File: config.mk
export PLATFORM = sky130hd
export DESIGN_NAME = io_bridge_flat
export DESIGN_NICKNAME = d
export VERILOG_FILES = /design/src/rtl/io_bridge_pkg.sv /design/src/rtl/io_bridge_if.sv /design/src/rtl/io_addr_decode.sv /design/src/rtl/io_bridge.sv /design/src/flat_wrapper.sv
export SDC_FILE = /design/constraint.sdc
export NUM_CORES = 1
export LEC_CHECK = 0
export CELL_PAD_IN_SITES_DETAIL_PLACEMENT = 0
export CELL_PAD_IN_SITES_GLOBAL_PLACEMENT = 1
export CORE_AREA = 4 4 123 125
export CTS_CLUSTER_DIAMETER = 60
export DETAILED_ROUTE_END_ITERATION = 6
export DIE_AREA = 0 0 127 129
export GPL_ROUTABILITY_DRIVEN = 0
export PLACE_DENSITY = 0.87
export SLEW_MARGIN = 20
export SYNTH_ARGS = -nofsm -noshare
export SYNTH_HDL_FRONTEND = slang
export SYNTH_SLANG_ARGS = --single-unit
File: constraint.sdc
create_clock -name clk -period 2.6 [get_ports clk]
set_input_delay 0.52 -clock clk [delete_from_list [all_inputs] [get_ports clk]]
set_output_delay 0.52 -clock clk [all_outputs]
set_load 0.01 [all_outputs]
File: src/rtl/io_bridge_pkg.sv
// rtl/io_bridge_pkg.sv - shared types and constants for the CPU-to-peripheral bridge
package io_bridge_pkg;

    typedef enum logic [1:0] {
        ST_IDLE   = 2'd0,
        ST_ACCESS = 2'd1,
        ST_DONE   = 2'd2
    } state_t;

    localparam logic [31:0] DEV0_BASE_DEFAULT = 32'h0000_7F00;
    localparam logic [31:0] DEV1_BASE_DEFAULT = 32'h0000_7F10;

    localparam int WORD_OFF_W = 2;
    localparam int HW_INT_W   = 6;
    localparam int CNT_W      = 8;

endpackage

File: src/rtl/io_bridge_if.sv
// rtl/io_bridge_if.sv - CPU load/store side and device bus side of the bridge
interface io_bridge_if;
    import io_bridge_pkg::*;

    logic [31:0]           cpu_addr;
    logic [31:0]           cpu_wdata;
    logic                  cpu_we;
    logic                  cpu_re;
    logic [31:0]           cpu_rd;
    logic                  cpu_stall;
    logic                  cpu_err;
    logic [WORD_OFF_W-1:0] dev_addr;
    logic [31:0]           dev_wdata;
    logic                  dev0_sel;
    logic                  dev1_sel;
    logic                  dev_we;
    logic [31:0]           dev0_rdata;
    logic [31:0]           dev1_rdata;
    logic                  dev0_ready;
    logic                  dev1_ready;
    logic                  dev0_irq;
    logic                  dev1_irq;
    logic [HW_INT_W-1:0]   hw_int;

    // bridge view
    modport master (
        input  cpu_addr, cpu_wdata, cpu_we, cpu_re,
        input  dev0_rdata, dev1_rdata, dev0_ready, dev1_ready, dev0_irq, dev1_irq,
        output cpu_rd, cpu_stall, cpu_err,
        output dev_addr, dev_wdata, dev0_sel, dev1_sel, dev_we, hw_int
    );

    // CPU plus devices view
    modport slave (
        output cpu_addr, cpu_wdata, cpu_we, cpu_re,
        output dev0_rdata, dev1_rdata, dev0_ready, dev1_ready, dev0_irq, dev1_irq,
        input  cpu_rd, cpu_stall, cpu_err,
        input  dev_addr, dev_wdata, dev0_sel, dev1_sel, dev_we, hw_int
    );

endinterface

File: src/rtl/io_addr_decode.sv
// rtl/io_addr_decode.sv - window match and word-alignment check for the CPU address
module io_addr_decode
    import io_bridge_pkg::*;
#(
    parameter logic [31:0] DEV0_BASE = DEV0_BASE_DEFAULT,
    parameter logic [31:0] DEV1_BASE = DEV1_BASE_DEFAULT
) (
    input  logic [31:0] addr,
    output logic        hit0,
    output logic        hit1,
    output logic        misalign
);

    // word offset bits are routed to the device by the top, not used for matching
    logic unused_offset_bits;
    assign unused_offset_bits = ^addr[3:2];

    assign hit0     = (addr[31:4] == DEV0_BASE[31:4]);
    assign hit1     = (addr[31:4] == DEV1_BASE[31:4]);
    assign misalign = (addr[1:0] != 2'b00);

endmodule

File: src/rtl/io_bridge.sv
// rtl/io_bridge.sv - load/store bridge to two peripherals; IO_BRIDGE_IRQ_REG_EN registers hw_int
module io_bridge
    import io_bridge_pkg::*;
#(
    parameter logic [31:0] DEV0_BASE = DEV0_BASE_DEFAULT,
    parameter logic [31:0] DEV1_BASE = DEV1_BASE_DEFAULT,
    parameter int          TIMEOUT   = 15
) (
    input  logic        clk,
    input  logic        reset,
    io_bridge_if.master bus
);

    localparam logic [CNT_W-1:0] CNT_LIMIT = CNT_W'(TIMEOUT);

    logic hit0, hit1, misalign;
    logic req, hit, ready_sel;
    logic [31:0] rdata_sel;

    state_t                state, state_n;
    logic [CNT_W-1:0]      cnt, cnt_n;
    logic                  err_q, err_n;
    logic [31:0]           rd_q, rd_n;
    logic                  sel0_q, sel0_n;
    logic                  sel1_q, sel1_n;
    logic                  we_q, we_n;
    logic [WORD_OFF_W-1:0] addr_q, addr_n;
    logic [31:0]           wdata_q, wdata_n;

    io_addr_decode #(
        .DEV0_BASE (DEV0_BASE),
        .DEV1_BASE (DEV1_BASE)
    ) u_decode (
        .addr     (bus.cpu_addr),
        .hit0     (hit0),
        .hit1     (hit1),
        .misalign (misalign)
    );

    assign req       = bus.cpu_we | bus.cpu_re;
    assign hit       = (hit0 | hit1) & ~misalign;
    // only the device we selected may complete the access
    assign ready_sel = (sel0_q & bus.dev0_ready) | (sel1_q & bus.dev1_ready);
    assign rdata_sel = sel1_q ? bus.dev1_rdata : bus.dev0_rdata;

    // state and datapath registers; reset drops any transfer in flight
    always_ff @(posedge clk) begin
        if (reset) begin
            state   <= ST_IDLE;
            cnt     <= '0;
            err_q   <= 1'b0;
            rd_q    <= '0;
            sel0_q  <= 1'b0;
            sel1_q  <= 1'b0;
            we_q    <= 1'b0;
            addr_q  <= '0;
            wdata_q <= '0;
        end else begin
            state   <= state_n;
            cnt     <= cnt_n;
            err_q   <= err_n;
            rd_q    <= rd_n;
            sel0_q  <= sel0_n;
            sel1_q  <= sel1_n;
            we_q    <= we_n;
            addr_q  <= addr_n;
            wdata_q <= wdata_n;
        end
    end

    // next-state: decode in IDLE, wait for ready or timeout in ACCESS, report in DONE
    always_comb begin
        state_n = state;
        cnt_n   = cnt;
        err_n   = err_q;
        rd_n    = rd_q;
        sel0_n  = sel0_q;
        sel1_n  = sel1_q;
        we_n    = we_q;
        addr_n  = addr_q;
        wdata_n = wdata_q;
        case (state)
            ST_IDLE: begin
                if (req) begin
                    if (hit) begin
                        addr_n  = bus.cpu_addr[3:2];
                        wdata_n = bus.cpu_wdata;
                        sel0_n  = hit0;
                        sel1_n  = hit1 & ~hit0;
                        we_n    = bus.cpu_we;
                        cnt_n   = '0;
                        err_n   = 1'b0;
                        state_n = ST_ACCESS;
                    end else begin
                        err_n   = 1'b1;
                        rd_n    = '0;
                        state_n = ST_DONE;
                    end
                end
            end
            ST_ACCESS: begin
                if (ready_sel) begin
                    rd_n    = we_q ? 32'd0 : rdata_sel;
                    sel0_n  = 1'b0;
                    sel1_n  = 1'b0;
                    we_n    = 1'b0;
                    state_n = ST_DONE;
                end else begin
                    cnt_n = cnt + 1'b1;
                    if (cnt_n == CNT_LIMIT) begin
                        sel0_n  = 1'b0;
                        sel1_n  = 1'b0;
                        we_n    = 1'b0;
                        rd_n    = '0;
                        err_n   = 1'b1;
                        state_n = ST_DONE;
                    end
                end
            end
            ST_DONE: begin
                err_n   = 1'b0;
                state_n = ST_IDLE;
            end
            default: begin
                state_n = ST_IDLE;
            end
        endcase
    end

    assign bus.cpu_stall = ((state == ST_IDLE) & req) | (state == ST_ACCESS);
    assign bus.cpu_err   = (state == ST_DONE) & err_q;
    assign bus.cpu_rd    = rd_q;
    assign bus.dev0_sel  = sel0_q;
    assign bus.dev1_sel  = sel1_q;
    assign bus.dev_we    = we_q;
    assign bus.dev_addr  = addr_q;
    assign bus.dev_wdata = wdata_q;

`ifdef IO_BRIDGE_IRQ_REG_EN
    logic [HW_INT_W-1:0] hw_int_q;

    // interrupt lines retimed by one cycle before reaching CP0
    always_ff @(posedge clk) begin
        if (reset) begin
            hw_int_q <= '0;
        end else begin
            hw_int_q <= {{(HW_INT_W-2){1'b0}}, bus.dev1_irq, bus.dev0_irq};
        end
    end

    assign bus.hw_int = hw_int_q;
`else
    assign bus.hw_int = {{(HW_INT_W-2){1'b0}}, bus.dev1_irq, bus.dev0_irq};
`endif

endmodule

File: src/flat_wrapper.sv
// flat-port wrapper written by rule: the top's interface ports become plain ports
module io_bridge_flat import io_bridge_pkg::*;
#(
    parameter logic [31:0] DEV0_BASE = DEV0_BASE_DEFAULT,
    parameter logic [31:0] DEV1_BASE = DEV1_BASE_DEFAULT,
    parameter int          TIMEOUT   = 15
)
  (clk, reset, bus_cpu_addr, bus_cpu_wdata, bus_cpu_we, bus_cpu_re, bus_dev0_rdata, bus_dev1_rdata, bus_dev0_ready, bus_dev1_ready, bus_dev0_irq, bus_dev1_irq, bus_cpu_rd, bus_cpu_stall, bus_cpu_err, bus_dev_addr, bus_dev_wdata, bus_dev0_sel, bus_dev1_sel, bus_dev_we, bus_hw_int);
  io_bridge_if bus_i ();
  input  logic clk;
  input  logic reset;
  input wire logic [$bits(bus_i.cpu_addr)-1:0] bus_cpu_addr;
  input wire logic [$bits(bus_i.cpu_wdata)-1:0] bus_cpu_wdata;
  input wire logic [$bits(bus_i.cpu_we)-1:0] bus_cpu_we;
  input wire logic [$bits(bus_i.cpu_re)-1:0] bus_cpu_re;
  input wire logic [$bits(bus_i.dev0_rdata)-1:0] bus_dev0_rdata;
  input wire logic [$bits(bus_i.dev1_rdata)-1:0] bus_dev1_rdata;
  input wire logic [$bits(bus_i.dev0_ready)-1:0] bus_dev0_ready;
  input wire logic [$bits(bus_i.dev1_ready)-1:0] bus_dev1_ready;
  input wire logic [$bits(bus_i.dev0_irq)-1:0] bus_dev0_irq;
  input wire logic [$bits(bus_i.dev1_irq)-1:0] bus_dev1_irq;
  output wire logic [$bits(bus_i.cpu_rd)-1:0] bus_cpu_rd;
  output wire logic [$bits(bus_i.cpu_stall)-1:0] bus_cpu_stall;
  output wire logic [$bits(bus_i.cpu_err)-1:0] bus_cpu_err;
  output wire logic [$bits(bus_i.dev_addr)-1:0] bus_dev_addr;
  output wire logic [$bits(bus_i.dev_wdata)-1:0] bus_dev_wdata;
  output wire logic [$bits(bus_i.dev0_sel)-1:0] bus_dev0_sel;
  output wire logic [$bits(bus_i.dev1_sel)-1:0] bus_dev1_sel;
  output wire logic [$bits(bus_i.dev_we)-1:0] bus_dev_we;
  output wire logic [$bits(bus_i.hw_int)-1:0] bus_hw_int;
  assign bus_i.cpu_addr = bus_cpu_addr;
  assign bus_i.cpu_wdata = bus_cpu_wdata;
  assign bus_i.cpu_we = bus_cpu_we;
  assign bus_i.cpu_re = bus_cpu_re;
  assign bus_i.dev0_rdata = bus_dev0_rdata;
  assign bus_i.dev1_rdata = bus_dev1_rdata;
  assign bus_i.dev0_ready = bus_dev0_ready;
  assign bus_i.dev1_ready = bus_dev1_ready;
  assign bus_i.dev0_irq = bus_dev0_irq;
  assign bus_i.dev1_irq = bus_dev1_irq;
  assign bus_cpu_rd = bus_i.cpu_rd;
  assign bus_cpu_stall = bus_i.cpu_stall;
  assign bus_cpu_err = bus_i.cpu_err;
  assign bus_dev_addr = bus_i.dev_addr;
  assign bus_dev_wdata = bus_i.dev_wdata;
  assign bus_dev0_sel = bus_i.dev0_sel;
  assign bus_dev1_sel = bus_i.dev1_sel;
  assign bus_dev_we = bus_i.dev_we;
  assign bus_hw_int = bus_i.hw_int;
  io_bridge #(.DEV0_BASE(DEV0_BASE), .DEV1_BASE(DEV1_BASE), .TIMEOUT(TIMEOUT)) u_core (.clk(clk), .reset(reset), .bus(bus_i));
endmodule
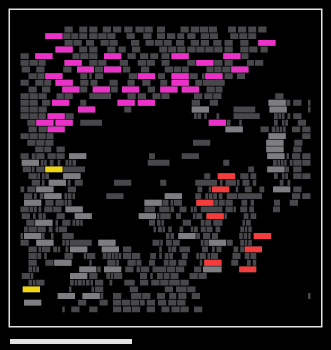
Run 1: sequential cells grouped by signal name
The bar under the picture is 50 µm long.
- yellow: u_core.bus.dev_addr (sequential cells 2)
- magenta: u_core.bus.cpu_rd (sequential cells 32)
- red: u_core.cnt (sequential cells 8)
- not coloured: 38
P_seq: 1.23 mW
flop share of the area: 25.9%
Final Core Density: 44.6%

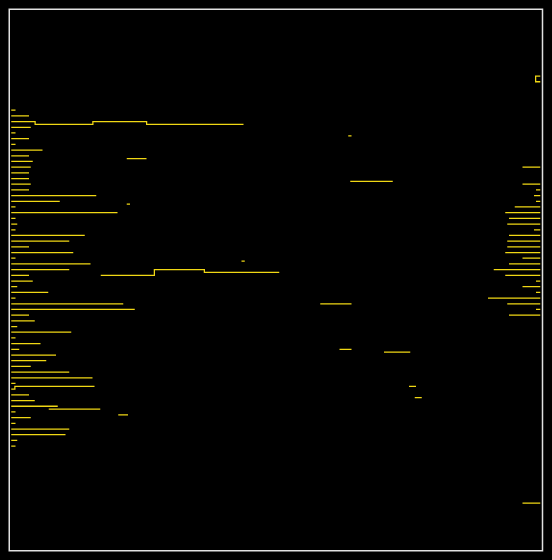
Run 1: the metal 3 layer
- nets with wire on the layer: 91
- longest straight run: 29.2 µm
- wire length on this layer: 720 µm
global routing usage on met3: 4.23%
via count: 3,582
WL final: 11,900 µm

==> impl_metrics.env, run 1 <==
# source this file to load flow results
export IMPL_status="complete, no violations"
export IMPL_nets=742
export IMPL_ys_cells=399
export IMPL_min_period_ns=2.35
export IMPL_routed_wl_met3_um=719
export IMPL_comb_power_share_pct=10.9
export IMPL_fin_ws_ns=0.248
export IMPL_synth_cell_type_count=49
export IMPL_cp_arrival_ns=2.56
export IMPL_clock_skew_ns=0.00599
export IMPL_nWellTaps=180
export IMPL_synthesis_area_mm2=0.00356
export IMPL_place_ws_ns=-0.0176
export IMPL_clk_pin_slew_ns=0.06
export IMPL_combGateArea_mm2=0.00183
export IMPL_min_path_cells=2
export IMPL_grt_max_degree=33
export IMPL_cp_slowest_stage_delay_ns=0.48
export IMPL_insertion_delay_ns=0.33
export IMPL_wl_met2_um=6450
export IMPL_ys_sh_aoi_pct=19.6
export IMPL_top_power_group="the clock network"
export IMPL_postSynthSeqShare_pct=44.9
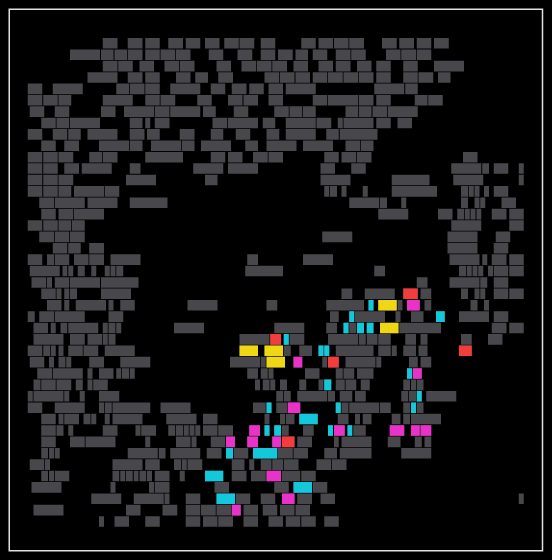
Run 1: gate-type map
- red: non-inverting ao/oa cells (cells 5)
- magenta: and/or cells (cells 15; where bottom centre)
- cyan: nor cells (cells 25)
- yellow: fa/ha/maj cells (cells 5)
Top cell excl fill/tap: clkdlybuf4s50_1
Comb area share: 29.5%
Finished Layout Cells: 786

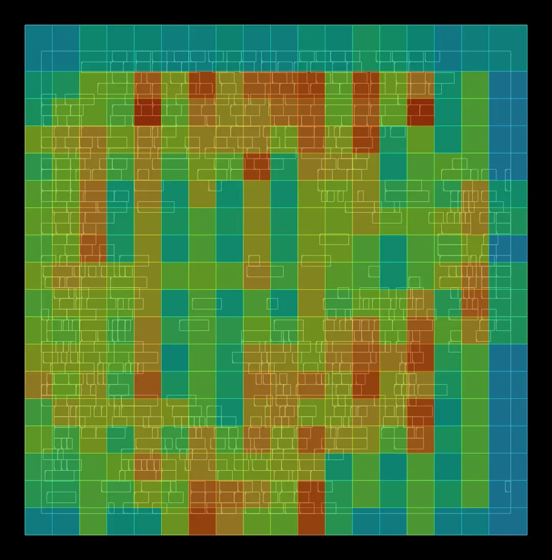
Run 1: routing congestion
wire per inst: 15.2 µm
GRT Util Overall: 14.2%
met2 usage: 26.2%
Top Usage Layer GRT: met2

## Run 2: what changed since run 1
--- a/config.mk
+++ b/config.mk
@@ -8,7 +8,6 @@
 export CELL_PAD_IN_SITES_DETAIL_PLACEMENT = 0
 export CELL_PAD_IN_SITES_GLOBAL_PLACEMENT = 1
 export CORE_AREA = 4 4 123 125
-export CTS_CLUSTER_DIAMETER = 60
 export DETAILED_ROUTE_END_ITERATION = 6
 export DIE_AREA = 0 0 127 129
 export GPL_ROUTABILITY_DRIVEN = 0
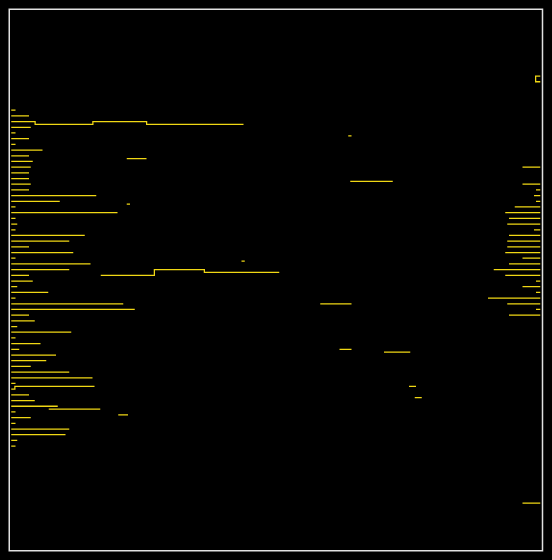
Run 2: the metal 3 layer
- wire length on this layer: 720 µm
- longest straight run: 29.2 µm
- main direction: horizontal

==> run 2 against run 1 <==
Clock power about the same; clock skew unchanged; register-to-register slack about the same; final area unchanged; critical path depth unchanged; critical path type unchanged.
==> impl_metrics.env, run 2 <==
# source this file to load flow results
export IMPL_lay_top_count="clkdlybuf4s50_1"
export IMPL_yosys_area_share_adder_pct=1.76
export IMPL_top_power_group="the clock network"
export IMPL_min_path_cells=2
export IMPL_min_period_ns=2.35
export IMPL_wl_met2_um=6450
export IMPL_seq_share_pct=25.9
export IMPL_place_ws_ns=-0.0176
export IMPL_nWellTaps=180
export IMPL_power_sequential_mw=1.23
export IMPL_worst_setup_path_start_kind="flip-flop"
export IMPL_reg2reg_depth=8
export IMPL_nets=742
export IMPL_ys_cells=399
export IMPL_ys_sh_aoi_pct=19.6
export IMPL_comb_power_share_pct=10.9
export IMPL_sh_comb_area_pct=29.5
export IMPL_grt_busiest_layer="met2"
export IMPL_track_usage_pct=14.2
export IMPL_synth_cell_type_count=49
export IMPL_synthesis_area_mm2=0.00356
export IMPL_insertion_delay_ns=0.33
export IMPL_num_nonclk_buffers=220
export IMPL_status="complete, no violations"
export IMPL_postSynthSeqShare_pct=44.9
export IMPL_ys_ff=80
export IMPL_rrSetupSlack_ns=0.25
export IMPL_grt_max_degree=33
export IMPL_met3_usage_pct=4.23
export IMPL_combGateArea_mm2=0.00183
export IMPL_cp_arrival_ns=2.56
export IMPL_final_core_utilization_pct=44.6
export IMPL_cp_slowest_stage_delay_ns=0.48
export IMPL_remaining_drc_errors=0
export IMPL_routed_wl_met3_um=719
export IMPL_clk_pin_slew_ns=0.06
export IMPL_wl_per_cell_um=15.2
export IMPL_power_leakage_nw=2.04
export IMPL_wl_um=11900
export IMPL_fin_ws_ns=0.248
export IMPL_clock_skew_ns=0.00599
Run 2, M2 wires:
The bar under the picture is 50 µm long.
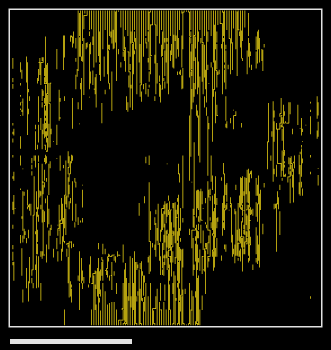

## Run 3: what changed since run 2
--- a/config.mk
+++ b/config.mk
@@ -5,13 +5,13 @@
 export SDC_FILE = /design/constraint.sdc
 export NUM_CORES = 1
 export LEC_CHECK = 0
-export CELL_PAD_IN_SITES_DETAIL_PLACEMENT = 0
-export CELL_PAD_IN_SITES_GLOBAL_PLACEMENT = 1
-export CORE_AREA = 4 4 123 125
+export CELL_PAD_IN_SITES_DETAIL_PLACEMENT = 1
+export CELL_PAD_IN_SITES_GLOBAL_PLACEMENT = 2
+export CORE_AREA = 4 4 139 141
 export DETAILED_ROUTE_END_ITERATION = 6
-export DIE_AREA = 0 0 127 129
+export DIE_AREA = 0 0 143 145
 export GPL_ROUTABILITY_DRIVEN = 0
-export PLACE_DENSITY = 0.87
+export PLACE_DENSITY = 0.88
 export SLEW_MARGIN = 20
 export SYNTH_ARGS = -nofsm -noshare
 export SYNTH_HDL_FRONTEND = slang
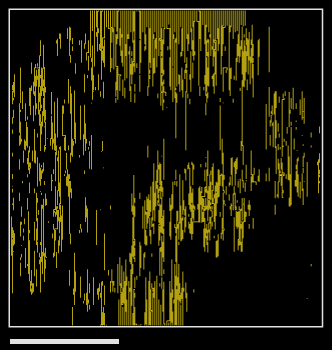
Run 3: M2 wires
The bar under the picture is 50 µm long.
- nets with wire on the layer: 692
- longest straight run: 36.5 µm
- main direction: vertical
- share of all routed wire: 53%
- wire length on this layer: 7,440 µm
WL final: 14,100 µm
via count: 3,757
met2 usage: 24.6%

==> run 3 against run 2 <==
Cell count is 6.6% higher; power is 1.1% higher; critical path depth is 3 lower; synthesized cell count stayed put; clock-buffer cell count is 1 lower; sequential power hardly changed; sequential cell count stayed put; setup slack worse by 0.059 ns; non-clock buffer count is 4 higher.
==> impl_metrics.env, run 3 <==
# source this file to load flow results
export IMPL_track_usage_pct=13.6
export IMPL_status="complete, no violations"
export IMPL_final_core_utilization_pct=34.9
export IMPL_fmax_mhz=415
export IMPL_p_switching_uw=616
export IMPL_ys_ff=80
export IMPL_nets=746
export IMPL_synth_cell_type_count=49
export IMPL_power_sequential_mw=1.23
export IMPL_ys_cells=399
export IMPL_insertion_delay_ns=0.34
export IMPL_lay_top_count="clkdlybuf4s50_1"
export IMPL_synthesis_area_mm2=0.00356
export IMPL_min_period_ns=2.41
export IMPL_grt_busiest_layer="met2"
export IMPL_cp_slowest_stage_delay_ns=0.55
export IMPL_ys_sh_aoi_pct=19.6
export IMPL_reg2reg_depth=8
export IMPL_postSynthSeqShare_pct=44.9
export IMPL_routed_wl_met3_um=1030
export IMPL_cp_arrival_ns=1.89
export IMPL_top_power_group="the clock network"
export IMPL_die_h_um=145
export IMPL_nWellTaps=229
export IMPL_remaining_drc_errors=0
export IMPL_met3_usage_pct=4.57
export IMPL_combGateArea_mm2=0.00183
export IMPL_place_ws_ns=-0.0977
export IMPL_rrSetupSlack_ns=0.23
export IMPL_post_cts_buffers=0
export IMPL_grt_max_degree=34
export IMPL_clk_pin_slew_ns=0.06
export IMPL_power_leakage_nw=2.05
export IMPL_clock_skew_ns=0.00517
export IMPL_wl_met2_um=7440
export IMPL_wl_per_cell_um=16.8
export IMPL_min_path_cells=2
export IMPL_seq_share_pct=25.5
export IMPL_num_nonclk_buffers=224
Power figures rest on the tool's default switching activity, not on a simulated workload.
